==> images/power_grid.png <==
Scale bar: 50 µm. Pins as bars on the die edge.
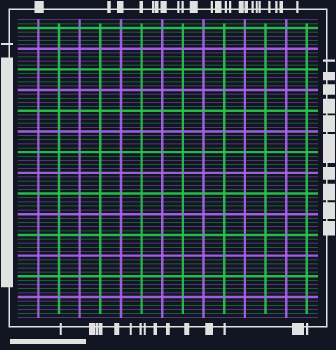
==> images/placement_by_type.png <==
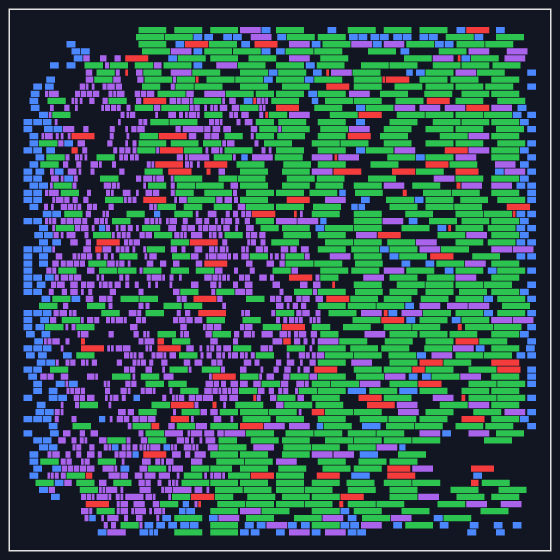
==> images/clk_routes.png <==
Scale bar: 50 µm.
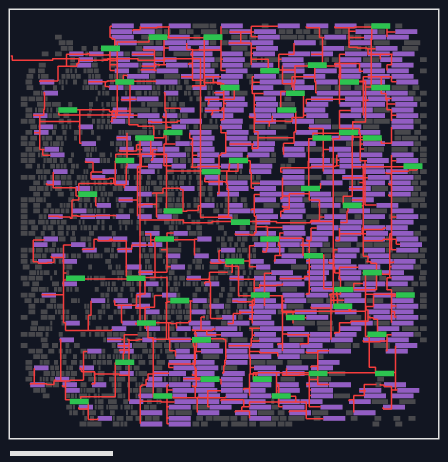
$ cat src/rtl/instr_fetch_queue.sv
// Instruction fetch front-end ahead of IF/ID. It issues sequential PC requests and
// buffers {instr, pc} in a small FIFO. On a redirect it squashes the FIFO and drops stale responses.
module instr_fetch_queue #(
  parameter int unsigned DEPTH    = 4,
  parameter logic [63:0] RESET_PC = 64'h0
) (
  input  logic        clk,
  input  logic        reset,
  output logic        imem_req_valid,
  input  logic        imem_req_ready,
  output logic [63:0] imem_req_addr,
  input  logic        imem_resp_valid,
  input  logic [31:0] imem_resp_instr,
  input  logic        redirect,
  input  logic [63:0] redirect_pc,
  output logic        out_valid,
  output logic [31:0] out_instr,
  output logic [63:0] out_pc,
  input  logic        out_ready
);
  localparam int unsigned CW = $clog2(DEPTH + 1);
  localparam int unsigned PW = $clog2(DEPTH);
  localparam logic [CW:0]   DEPTH_W = DEPTH[CW:0];
  localparam logic [CW-1:0] DEPTH_C = DEPTH[CW-1:0];

  typedef enum logic {FETCH = 1'b0, DRAIN = 1'b1} state_e;

  typedef struct packed {
    logic [31:0] instr;
    logic [63:0] pc;
  } entry_t;

  state_e        state_q, state_d;
  logic [63:0]   fetch_pc_q, fetch_pc_d;
  logic [63:0]   resp_pc_q, resp_pc_d;
  logic [CW-1:0] outstanding_q, outstanding_d;
  logic [CW-1:0] drop_cnt_q, drop_cnt_d;
  logic [CW-1:0] count_q, count_d;
  logic [PW-1:0] wr_ptr_q, wr_ptr_d;
  logic [PW-1:0] rd_ptr_q, rd_ptr_d;
  entry_t        mem_q [DEPTH];

  logic [CW-1:0] live;
  logic          credit, req_fire, push, pop;

  // Credit counts buffered entries plus live in-flight fetches, using registered values only.
  assign live           = outstanding_q - drop_cnt_q;
  assign credit         = ({1'b0, count_q} + {1'b0, live}) < DEPTH_W;
  assign imem_req_valid = !reset && !redirect && credit;
  assign imem_req_addr  = fetch_pc_q;
  assign req_fire       = imem_req_valid && imem_req_ready;

  assign out_valid = !reset && (count_q != '0);
  assign out_instr = mem_q[rd_ptr_q].instr;
  assign out_pc    = mem_q[rd_ptr_q].pc;

  assign push = !reset && !redirect && imem_resp_valid && (drop_cnt_q == '0);
  assign pop  = out_valid && out_ready && !redirect;

  always_comb begin
    // NOTE: every signal gets a default first so no path leaves it unassigned (no latch).
    fetch_pc_d    = fetch_pc_q;
    resp_pc_d     = resp_pc_q;
    outstanding_d = outstanding_q;
    drop_cnt_d    = drop_cnt_q;
    count_d       = count_q;
    wr_ptr_d      = wr_ptr_q;
    rd_ptr_d      = rd_ptr_q;

    if (redirect) begin
      // A response arriving now belongs to the old stream, so it is not counted as still to drop.
      fetch_pc_d    = redirect_pc;
      resp_pc_d     = redirect_pc;
      outstanding_d = outstanding_q - CW'(imem_resp_valid);
      drop_cnt_d    = outstanding_q - CW'(imem_resp_valid);
      count_d       = '0;
      wr_ptr_d      = '0;
      rd_ptr_d      = '0;
    end else begin
      if (req_fire) begin
        fetch_pc_d = fetch_pc_q + 64'd4;
      end
      outstanding_d = outstanding_q + CW'(req_fire) - CW'(imem_resp_valid);
      if (imem_resp_valid) begin
        if (drop_cnt_q != '0) begin
          drop_cnt_d = drop_cnt_q - CW'(1);
        end else begin
          resp_pc_d = resp_pc_q + 64'd4;
          wr_ptr_d  = wr_ptr_q + PW'(1);
        end
      end
      if (pop) begin
        rd_ptr_d = rd_ptr_q + PW'(1);
      end
      count_d = count_q + CW'(push) - CW'(pop);
    end

    state_d = (drop_cnt_d != '0) ? DRAIN : FETCH;
  end

  always_ff @(posedge clk) begin
    // NOTE: sequential state uses non-blocking assignments so all flops update from pre-edge values.
    if (reset) begin
      state_q       <= FETCH;
      fetch_pc_q    <= RESET_PC;
      resp_pc_q     <= RESET_PC;
      outstanding_q <= '0;
      drop_cnt_q    <= '0;
      count_q       <= '0;
      wr_ptr_q      <= '0;
      rd_ptr_q      <= '0;
    end else begin
      state_q       <= state_d;
      fetch_pc_q    <= fetch_pc_d;
      resp_pc_q     <= resp_pc_d;
      outstanding_q <= outstanding_d;
      drop_cnt_q    <= drop_cnt_d;
      count_q       <= count_d;
      wr_ptr_q      <= wr_ptr_d;
      rd_ptr_q      <= rd_ptr_d;
    end
  end

  // NOTE: the storage array has no reset; entries are only read once count_q marks them valid.
  always_ff @(posedge clk) begin
    if (push) begin
      mem_q[wr_ptr_q] <= '{instr: imem_resp_instr, pc: resp_pc_q};
    end
  end

  overflow_a: assert property (@(posedge clk) disable iff (reset)
    !(push && !pop && (count_q == DEPTH_C)));

  resp_underflow_a: assert property (@(posedge clk) disable iff (reset)
    !(imem_resp_valid && (outstanding_q == '0)));

  state_consistent_a: assert property (@(posedge clk) disable iff (reset)
    ((state_q == DRAIN) == (drop_cnt_q != '0)));

endmodule

$ cat config.mk
export PLATFORM = sky130hd
export DESIGN_NAME = instr_fetch_queue
export DESIGN_NICKNAME = d
export VERILOG_FILES = /design/src/rtl/instr_fetch_queue.sv
export SDC_FILE = /design/constraint.sdc
export NUM_CORES = 1
export LEC_CHECK = 0
export CORE_MARGIN = 5
export CORE_UTILIZATION = 56
export DETAILED_ROUTE_END_ITERATION = 6
export HOLD_SLACK_MARGIN = 0.08
export PLACE_DENSITY = 0.82
export SLEW_MARGIN = 20
export SYNTH_ARGS = -nofsm -noshare
export SYNTH_HDL_FRONTEND = slang
export SYNTH_SLANG_ARGS = --single-unit
$ cat constraint.sdc
create_clock -name clk -period 4.95 [get_ports clk]
set_input_delay 0.7425 -clock clk [delete_from_list [all_inputs] [get_ports clk]]
set_output_delay 0.7425 -clock clk [all_outputs]
set_load 0.01 [all_outputs]
==> impl_metrics.ini <==
; yosys + openroad results
[finish]
buffer_area_frac = 0.107
regArea_um2 = 14400
final_layout_top_logic_cells = edfxtp_1 (384), clkdlybuf4s50_1 (261), dfxtp_1 (141)
largest_class = flip-flops and latches
seq_cell_count = 527
nNonClkInverters = 27
syn_to_final_growth_pct = 23.0
final_core_util = 0.696
seq_share = 0.535
drive_gt1_frac = 0.126
buffers_excl_clock = 287
clock_area_frac = 0.0657

[critical_path]
path_max_fanout = 7
cp-startpoint = outstanding_q[0]$_SDFF_PP0_
crit_end = outstanding_q[2]$_SDFF_PP0_
crit_arrival_ns = 4.50
crit_type = register to register
reg2reg_from = outstanding_q[0]$_SDFF_PP0_
regToRegEndpoint = outstanding_q[2]$_SDFF_PP0_
crit_path_start_kind = register
cp-end-kind = register
crit_family = adder cells

[final_timing]
setup_viol = 0
tns_ns = 0
max_freq_mhz = 248
slew_headroom = 0.258
rsz0062_at_grt = false

[floorplan]
core_area_um2 = 38600
die_w_um = 208
pin_count = 264
initial_core_util = 0.566
tap_cells = 518

[detailed_routing]
route.detailed.drc = 0
initialDrtViolationCount = 1432
vias = 14600
wl_per_cell_um = 25.2
drtAntennaViolNets = 0
wl_met3_um = 5740
drt_wl_total_um = 59000

[synth]
yosysWarnings = 0
synthesis.area_um2 = 21900
common_cells = edfxtp_1 (384), dfxtp_1 (143), nor2_1 (104), nand2_1 (99), mux4_2 (96)
synthDistinctLibCells = 58
synth.most_common_cell = edfxtp_1
yosysCellCount = 1516
ys_seq_share = 0.658
top_cell_area_share = 0.527
synth-main-ff-cell = edfxtp_1
synth-edff-count = 384
xor_share = 0.0372
synth.mux.area_fraction = 0.103
async_flop_share = 0
yosys-stat-area_um2 = 21900

[clock_network]
clk_pin_slew_worst_paths_ns = 0.06
post-cts-setup-buffers = 0
numCtsBuffers = 51
cts_max_level = 2
ctsResizeCount = 0

[global_routing]
met3_usage = 0.0533
grt_pass1_wl_um = 89900
grt-busiest-layer = met2
grt-ovfl-total = 0
grt_usage = 0.268
grt_max_degree = 91
grt_pass1_vias = 14600

[hold_path]
hp-start = imem_req_addr[0]$_SDFFE_PP0P_

[placed_design]
port_buffers = 263
place_hpwl_um = 39800

[pwr]
p_leak_nw = 8.63

[outcome]
outcome = completed
-- power_grid.png (at the start) --
- VSS: purple
- VDD: green
- met5 straps: 14
- signal pins: 264
- met1 rails: 73
- rows: 72

-- placement_by_type.png (at the start) --
- remaining buffers and delay cells: blue (cells 287; share of their area 11%)
- clock drivers and dummy loads: red (cells 94; share of their area 6.7%)
- combinational and other logic: purple (cells 914; share of their area 28%)
- sequential cells: green (cells 527; share of their area 55%)

-- clk_routes.png (at the start) --
- clock drivers: green (count 51)
- flip-flops: purple (count 527)
- clock wires: red (length 5760 µm)
- routed clock nets: 52
- flops lie: spread over the die
Clk pwr share: 0.415
Layout Skew: 0.0185 ns

## stage by stage
step	hold slack, ns	instances	area, µm²	total power [mW]	worst slack, ns
floorplan	0.460	1516	21900	5.40	0.742
global placement	0.467	2246	25100	5.78	1.14
detailed placement	0.471	2246	25100	5.80	0.990
CTS	0.462	2340	26900	9.85	0.918
global route	0.507	2340	26900	10.1	0.672
finish	0.466	2340	26900	9.80	0.925
## power by group
part	leakage [nW]	internal, mW	switching, mW	total, mW
combinational	3.09	0.338	0.362	0.699
sequential	4.69	4.86	0.172	5.03
clock	0.852	2.42	1.65	4.07
total	8.63	7.61	2.18	9.80
## flip-flops by register name, indices dropped and copies added (netlist names), named ones only
register,count
imem_req_addr,64
drop_cnt_q,3
mem_q,384
wr_ptr_q,2
rd_ptr_q,2
outstanding_q,3
count_q,3
resp_pc_q,64
Power is estimated from default activity; no workload was simulated.
